--- config.mk ---
export PLATFORM = sky130hd
export DESIGN_NAME = aibcr3_dll_tap_ctrl
export DESIGN_NICKNAME = d
export VERILOG_FILES = /design/src/rtl/aibcr3_dll_tap_ctrl.sv
export SDC_FILE = /design/constraint.sdc
export NUM_CORES = 1
export LEC_CHECK = 0
export ABC_AREA = 1
export CAP_MARGIN = 20
export CORE_ASPECT_RATIO = 1.5
export CORE_UTILIZATION = 50
export DETAILED_ROUTE_END_ITERATION = 8
export PLACE_DENSITY = 0.79
export SLEW_MARGIN = 5
export SYNTH_ARGS = -nofsm -noshare
export SYNTH_HDL_FRONTEND = slang
export SYNTH_SLANG_ARGS = --single-unit
export TNS_END_PERCENT = 30
--- constraint.sdc ---
create_clock -name CLKIN -period 3.4 [get_ports CLKIN]
set_input_delay 0.85 -clock CLKIN [delete_from_list [all_inputs] [get_ports CLKIN]]
set_output_delay 0.85 -clock CLKIN [all_outputs]
set_load 0.005 [all_outputs]
--- src/rtl/aibcr3_dll_tap_ctrl.sv ---
//------------------------------------------------------------------------------
// aibcr3_dll_tap_ctrl : AIB DLL loop controller (vote filter, 6-bit code,
// 64-bit thermometer tap enables, lock tracking). Optional manual override
// is compiled in with AIBCR3_DLL_OVRD_EN.
// Rev 1.0
//------------------------------------------------------------------------------
`default_nettype none

module aibcr3_dll_tap_ctrl #(
  parameter logic [5:0] INIT_CODE = 6'd32,
  parameter int         FILT_TH   = 4,
  parameter int         LOCK_CNT  = 3
) (
  input  logic        CLKIN,
  input  logic        RST,
  input  logic        dll_en,
  input  logic        pd_valid,
  input  logic        pd_up,
  input  logic        pd_dn,
  input  logic        ovrd_en,
  input  logic [5:0]  ovrd_code,
  output logic [63:0] bk,
  output logic [5:0]  dly_code,
  output logic        dll_lock,
  output logic        sat_hi,
  output logic        sat_lo
);

  typedef enum logic [1:0] {
    ST_IDLE   = 2'd0,
    ST_SEARCH = 2'd1,
    ST_LOCKED = 2'd2
  } state_t;

  localparam logic signed [3:0] TH_POS   = 4'(FILT_TH);
  localparam logic signed [3:0] TH_NEG   = -TH_POS;
  localparam logic        [2:0] LOCK_TGT = 3'(LOCK_CNT);

  function automatic logic [63:0] therm(input logic [5:0] c);
    return ~(64'hFFFF_FFFF_FFFF_FFFE << c);
  endfunction

  state_t            state_q, state_d;
  logic [5:0]        code_q, code_d;
  logic [63:0]       bk_q;
  logic signed [3:0] acc_q, acc_d, acc_inc;
  logic [2:0]        rev_q, rev_d;
  logic              dir_q, dir_d;     // last step direction, 1 = up
  logic              first_q, first_d; // next step only records direction
  logic              same_q, same_d;   // one same-direction step seen while locked
  logic              sat_hi_q, sat_hi_d, sat_lo_q, sat_lo_d;
  logic              vote_up, vote_dn, step_up, step_dn, step_sat;

  always_comb begin
    vote_up  = dll_en & pd_valid & pd_up & ~pd_dn & (state_q != ST_IDLE);
    vote_dn  = dll_en & pd_valid & pd_dn & ~pd_up & (state_q != ST_IDLE);
    acc_inc  = acc_q;
    if (vote_up)      acc_inc = acc_q + 4'sd1;
    else if (vote_dn) acc_inc = acc_q - 4'sd1;
    step_up  = vote_up & (acc_inc == TH_POS);
    step_dn  = vote_dn & (acc_inc == TH_NEG);
    step_sat = (step_up & (code_q == 6'd63)) | (step_dn & (code_q == 6'd0));

    state_d  = state_q;
    code_d   = code_q;
    acc_d    = (step_up | step_dn) ? 4'sd0 : acc_inc;
    rev_d    = rev_q;
    dir_d    = dir_q;
    first_d  = first_q;
    same_d   = same_q;
    sat_hi_d = sat_hi_q;
    sat_lo_d = sat_lo_q;

    case (state_q)
      ST_IDLE: begin
        acc_d    = '0;
        rev_d    = '0;
        first_d  = 1'b1;
        same_d   = 1'b0;
        sat_hi_d = 1'b0;
        sat_lo_d = 1'b0;
        if (dll_en) state_d = ST_SEARCH;
      end
      default: begin
        if (step_up) sat_lo_d = 1'b0;
        if (step_dn) sat_hi_d = 1'b0;
        if (step_sat) begin
          if (step_up) sat_hi_d = 1'b1;
          else         sat_lo_d = 1'b1;
          if (state_q == ST_LOCKED) begin
            state_d = ST_SEARCH;
            rev_d   = '0;
            same_d  = 1'b0;
          end
        end else if (step_up | step_dn) begin
          code_d = step_up ? code_q + 6'd1 : code_q - 6'd1;
          dir_d  = step_up;
          if (first_q) begin
            first_d = 1'b0;
          end else if (step_up != dir_q) begin
            rev_d  = (rev_q == 3'd7) ? rev_q : rev_q + 3'd1;
            same_d = 1'b0;
            if ((state_q == ST_SEARCH) && (rev_d == LOCK_TGT)) state_d = ST_LOCKED;
          end else begin
            rev_d = '0;
            if (state_q == ST_LOCKED) begin
              if (same_q) begin
                state_d = ST_SEARCH;
                same_d  = 1'b0;
              end else begin
                same_d = 1'b1;
              end
            end
          end
        end
      end
    endcase

    if (!dll_en) begin
      state_d  = ST_IDLE;
      acc_d    = '0;
      rev_d    = '0;
      first_d  = 1'b1;
      same_d   = 1'b0;
      sat_hi_d = 1'b0;
      sat_lo_d = 1'b0;
    end

`ifdef AIBCR3_DLL_OVRD_EN
    if (ovrd_en) begin
      state_d  = ST_IDLE;
      code_d   = ovrd_code;
      acc_d    = '0;
      rev_d    = '0;
      first_d  = 1'b1;
      same_d   = 1'b0;
      sat_hi_d = 1'b0;
      sat_lo_d = 1'b0;
    end
`endif
  end

`ifndef AIBCR3_DLL_OVRD_EN
  logic unused_ovrd;
  assign unused_ovrd = ^{ovrd_en, ovrd_code};
`endif

  // bk is loaded from the next code so it can never lag dly_code
  always_ff @(posedge CLKIN or posedge RST) begin
    if (RST) begin
      state_q  <= ST_IDLE;
      code_q   <= INIT_CODE;
      bk_q     <= therm(INIT_CODE);
      acc_q    <= '0;
      rev_q    <= '0;
      dir_q    <= 1'b0;
      first_q  <= 1'b1;
      same_q   <= 1'b0;
      sat_hi_q <= 1'b0;
      sat_lo_q <= 1'b0;
    end else begin
      state_q  <= state_d;
      code_q   <= code_d;
      bk_q     <= therm(code_d);
      acc_q    <= acc_d;
      rev_q    <= rev_d;
      dir_q    <= dir_d;
      first_q  <= first_d;
      same_q   <= same_d;
      sat_hi_q <= sat_hi_d;
      sat_lo_q <= sat_lo_d;
    end
  end

  assign bk       = bk_q;
  assign dly_code = code_q;
  assign dll_lock = (state_q == ST_LOCKED);
  assign sat_hi   = sat_hi_q;
  assign sat_lo   = sat_lo_q;

endmodule

`default_nettype wire

**Run 1: gate-type map**

(2 px per um)
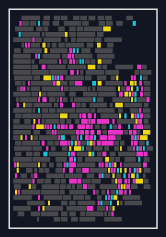
[cyan] inv cells | cells: 49
[yellow] nor cells | cells: 59
[magenta] nand cells | cells: 146
Commonest Layout Cell: nand2_1
number of standard cells in the layout, taps in and fillers out: 649
combinational share of cell area: 29.3%

**Run 1: close-up of the layout**

Window x 24 to 49, y 20 to 45 um. Cells in grey, sequential cells in the stronger grey; small squares are vias.
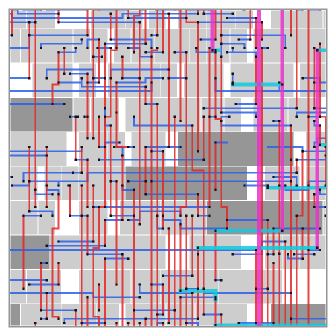
[red] M2
[cyan] M3
[magenta] M4
[blue] M1
most frequent: inv_1 (9), nand2_1 (9), buf_4 (7)
sequential cells in the window: 4
cells with their middle in the window: 71

**Run 1: sequential cells coloured by netlist name**

(2 px per um) Other sequential cells in the stronger grey, the rest of the logic in the fainter grey.
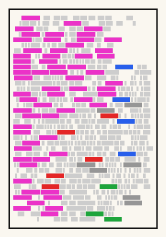
[magenta] bk | sequential cells: 63
[red] dly_code | sequential cells: 5
[blue] acc_q | sequential cells: 4 | where: right middle
[green] rev_q | sequential cells: 3
Seq/total area: 37.7%
share of the core filled with cells: 76.3%
Seq. pwr: 1.13 mW
area taken by flip-flops and latches: 0.00209 sq mm

**Run 1: pin placement**

(4 px per um) Pins as bars across the die edge, other pins in grey.
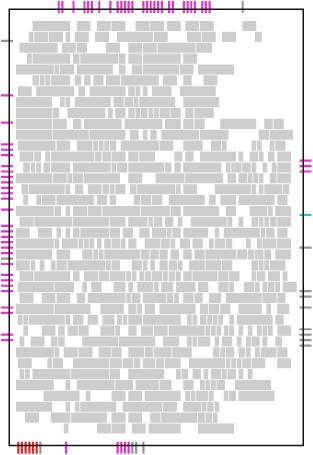
[magenta] bk | pins: 64 | direction: output | edge: 28 top, 28 left, 5 bottom, 3 right
[red] ovrd_code | pins: 6 | direction: input | edge: bottom
[cyan] sat_hi | pins: 1 | direction: output | edge: right
all pins by edge: 30 left, 29 top, 15 bottom, 12 right
buffers added on ports: 77
Die Wd: 73.1 um

==> results.yml, run 1 <==
# flow metrics
outcome:
  run_status: "complete, no violations"
logic_synthesis:
  synth_seq_share_pct: 55.1
  synth.yosys.num_cells: 402
  syn-instance-count: 402
  synth_cell_area_sq_mm: 0.00380
  ys_ff: 82
  yosys_warnings: 0
  synth.most_common_cell: "nand2_1"
placement:
  gp_congestion: 0.816
  pre_cts_slack_ps: -585
  dpl.hpwl_mm: 6.84
  postPlaceCellArea_sq_mm: 0.00502
power:
  power.leakage_nw: 2.45
  ir_drop_mv: 0.552
global_route:
  largest_net_degree_at_the_start_of_global_routing: 45
  number_of_global_route_vias_before_repair: 3375
  first_pass_grt_wire_length_mm: 16.0
floorplanning:
  initial_core_util_pct: 52.2
  tap-cell-count: 100
finish:
  num-nonclk-inverters: 49
  multiInputCombCellCount: 261
  fillerInstances: 482
  dominant_cells: "sequential cells"
  fin_area_sq_mm: 0.00555
  number_of_buffers_outside_the_clock_class_in_the_layout: 141
  most-common-layout-cells: "nand2_1, clkdlybuf4s50_1, buf_4"
  flow.area_growth_from_synthesis_pct: 46.2
critical_path:
  reg2reg_depth: 20
  r2r-end: "bk[59]"
  critical_path_peak_fanout: 8
  cp_data_arrival_time_ps: 3590
final_timing:
  maximum_operating_frequency_mhz: 304
  finalHoldViolCount: 0
  setup_viol_count_final: 0
  post-route-min-period_ps: 3290
  report.final.slew_viol_count: 0
route:
  drt_pre_antenna_iters: 4
  detail_route.wirelength_mm: 10.1
  route.detailed.drc: 0
run:
  log.warning_count: 35
  maxCapViolations: 0
worst_hold_path:
  hold_path.startpoint: "first_q"
[run 1: registers in the layout, summed over array words and instances, names as in the netlist]
name      cells
sat_hi        1
same_q        1
first_q       1
acc_q         4
state_q       2
bk           63
dir_q         1
dly_code      5
sat_lo        1
rev_q         3
[run 1: critical path, cell delays in order]
cell	delay, ps
dlygate4sd2_1	200
nand2_2	70
nor2_4	220
buf_6	130
nand3_1	110
nand3_1	140
nand2_2	90
nor2_4	140
nand2_4	100
ha_1	320
a21oi_1	240
nand2_4	100
xnor2_4	170
nor2_1	60
nand2_1	100
nand2_4	90
buf_12	150
nor2_4	130
inv_4	70
nor2_4	90
[run 1: how the worst max path moves through the flow]
stage | from | end | depth (start not counted)
floorplan | pd_up | bk[3] | 20
detailed placement | pd_dn | bk[61] | 21
finish | pd_valid | bk[59] | 20
CTS | pd_up | bk[59] | 21
global route | pd_dn | bk[61] | 21
global placement | pd_dn | bk[61] | 23
[run 1: where the power goes]
part	total, mW	internal, mW	switching [mW]
Combinational	0.808	0.386	0.422
Clock	0.751	0.367	0.385
Sequential	1.13	1.07	0.0595
Total	2.68	1.82	0.867
[run 1: what timing repair did]
| action | 4_1_cts | 5_1_grt |
|---|---|---|
| hold endpoints to repair | 0 | 0 |
| cloned | 0 | 0 |
| setup buffers | 12 | 3 |
| gates resized | 33 | 17 |
| setup endpoints to repair | 63 | 47 |
| pin swaps | 23 | 17 |
[run 1: metal layers]
metal / global-route usage [%] / vias to the layer above / share of wire (%) / routed length [um]
met4: 15.8 / 0 / 2.8 / 284
met3: 6.10 / 21 / 5.5 / 555
met1: 29.6 / 1623 / 37 / 3720
met5: 0 / - / 0 / 0
met2: 48.2 / 99 / 55 / 5580
li1: - / 1560 / - / -
**Run 1: routing congestion map**

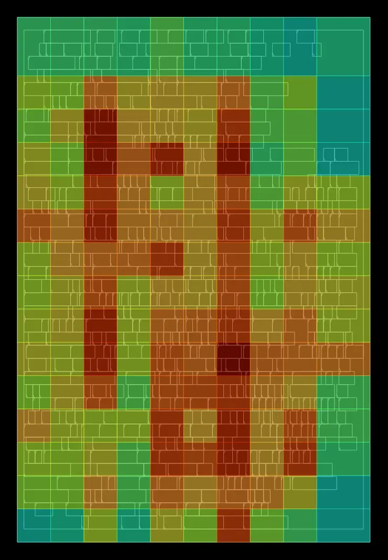

--- run 2 (diff from run 1) ---
--- a/config.mk
+++ b/config.mk
@@ -8,9 +8,11 @@
 export ABC_AREA = 1
 export CAP_MARGIN = 20
 export CORE_ASPECT_RATIO = 1.5
-export CORE_UTILIZATION = 50
+export CORE_UTILIZATION = 45
+export CTS_CLUSTER_SIZE = 24
 export DETAILED_ROUTE_END_ITERATION = 8
-export PLACE_DENSITY = 0.79
+export GPL_TIMING_DRIVEN = 0
+export PLACE_DENSITY = 0.75
 export SLEW_MARGIN = 5
 export SYNTH_ARGS = -nofsm -noshare
 export SYNTH_HDL_FRONTEND = slang
==> constraint.sdc (replaced) <==
create_clock -name CLKIN -period 2.7 [get_ports CLKIN]
set_input_delay 0.675 -clock CLKIN [delete_from_list [all_inputs] [get_ports CLKIN]]
set_output_delay 0.675 -clock CLKIN [all_outputs]
set_load 0.005 [all_outputs]
**Run 2: routing congestion map**

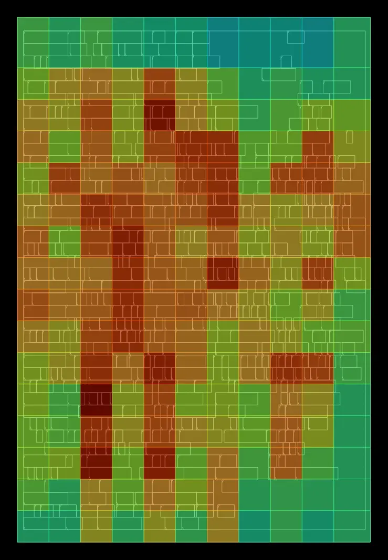
routed wirelength normalized by instance count: 16.8 um
total global-route track usage: 24.5%
share of the core filled with cells: 71.0%

==> run 2 against run 1 <==
The run now ends with setup timing left. Sequential power increased by 26%. Via count increased by 0.54%. Power increased by 37%. First-iteration DRC count increased by 26%. Global-route usage decreased by 2.9 points. Critical path type is now flip-flop to flip-flop.
==> results.yml, run 2 <==
# flow metrics
power:
  netSwitchingPower_mw: 1.14
  power.switching_fraction_pct: 30.9
  p_comb_mw: 1.05
  p_int_mw: 2.55
  ir_drop_mv: 0.615
  pg_clk_mw: 1.22
route:
  drt_pre_antenna_iters: 4
  route.detailed.drc: 0
  detail_route.wirelength_mm: 10.9
run:
  maxCapViolations: 0
  log.warning_count: 38
final_timing:
  finalHoldViolCount: 0
  report.final.slew_viol_count: 0
  fin_ws_ps: -308
  setup_viol_count_final: 64
finish:
  flow.area_growth_from_synthesis_pct: 51.7
  largest_register_ff_count: 63
  most-common-layout-cells: "clkdlybuf4s50_1, nand2_1, buf_4, dfrtp_1, inv_1"
logic_synthesis:
  synth_cell_area_sq_mm: 0.00380
  synth_seq_share_pct: 55.1
  yosys_warnings: 0
critical_path:
  slowest_stage: "dfrtp_2"
  cp_common_cell: "nand2_2"
  cp_cell_sequence: "buf_4 > ha_1 > nand3_2 > nand2_1 > nand2_1 > nand2_2 > nor2_4 > nand2_4 > ha_1 > nand3_1 > nand2_2 > nand3_2 > nand2_2 > xnor2_2 > nor2_1 > nand2_2 > nand2_4 > buf_6 > nor2_4 > inv_2 > nor2_2"
  max_stage_delay_ps: 450
  cp_data_arrival_time_ps: 3280
  critical_path_peak_fanout: 7
  buffers_inverters_on_critical_path: 3
outcome:
  violations: "setup timing"
  run_status: "complete, but fails checks"
placement:
  dpl.hpwl_mm: 6.63
  gp_congestion: 0.780
floorplanning:
  initial_core_util_pct: 46.8
  die_w_um: 77.0
global_route:
  number_of_global_route_vias_before_repair: 3454
## run 2: through the flow
step | hold WS [ps] | instance area (sq um) | setup TNS, ps | std cells
6_report | 462 | 5760 | -15210 | 650
5_1_grt | 494 | 5760 | -26960 | 650
4_1_cts | 465 | 5600 | -9850 | 641
3_5_place_dp | 457 | 4800 | -83920 | 585
3_3_place_gp | 447 | 4780 | -154050 | 584
2_1_floorplan | 442 | 3870 | -10760 | 402
## run 2: timing repair
item                       4_1_cts  5_1_grt
buffers inserted                40        7
pin swaps                       39       18
gates resized                   72       22
gates cloned                     0        2
setup endpoints to repair       73       71
## run 2: logic make-up after synthesis
group | after synthesis | synth area share [%]
AND-OR/OR-AND | 39 | 6.13
XOR/XNOR | 7 | 1.62
flip-flops | 82 | 55.1
AND/OR/NAND/NOR | 205 | 27.3
buffers and inverters | 59 | 6.59
adder cells (fa/ha/maj) | 9 | 3.16
other | 1 | 0.0988
## run 2: layer usage
layer / track usage (%) / share of wire (%)
met5: 0 / 0
met4: 9.31 / 2.3
met3: 7.09 / 4.8
met2: 46.3 / 56
met1: 25.2 / 37
## run 2: path summary, 6_finish.rpt
check	from	to	slack (ps)	cells past startpoint
min in group asynchronous	RST	dly_code[4]	710	2
hold reg to reg	first_q	first_q	460	2
hold / removal	first_q	first_q	460	2
setup reg to reg	acc_q[0]	bk[63]	-310	21
setup / recovery	acc_q[0]	bk[63]	-310	21
max in group asynchronous	RST	bk[3]	1320	3
## run 2: final cells by class
type | count | area [sq um]
plain buffers | 10 | 95.1
clock buffers | 12 | 236
clock inverters | 4 | 53.8
fillers | 587 | 2350
inverters | 49 | 194
multi-input cells | 262 | 1780
flip-flops and latches | 82 | 2090
well taps | 105 | 131
repair buffers | 126 | 1170
Power and IR drop assume default switching activity.
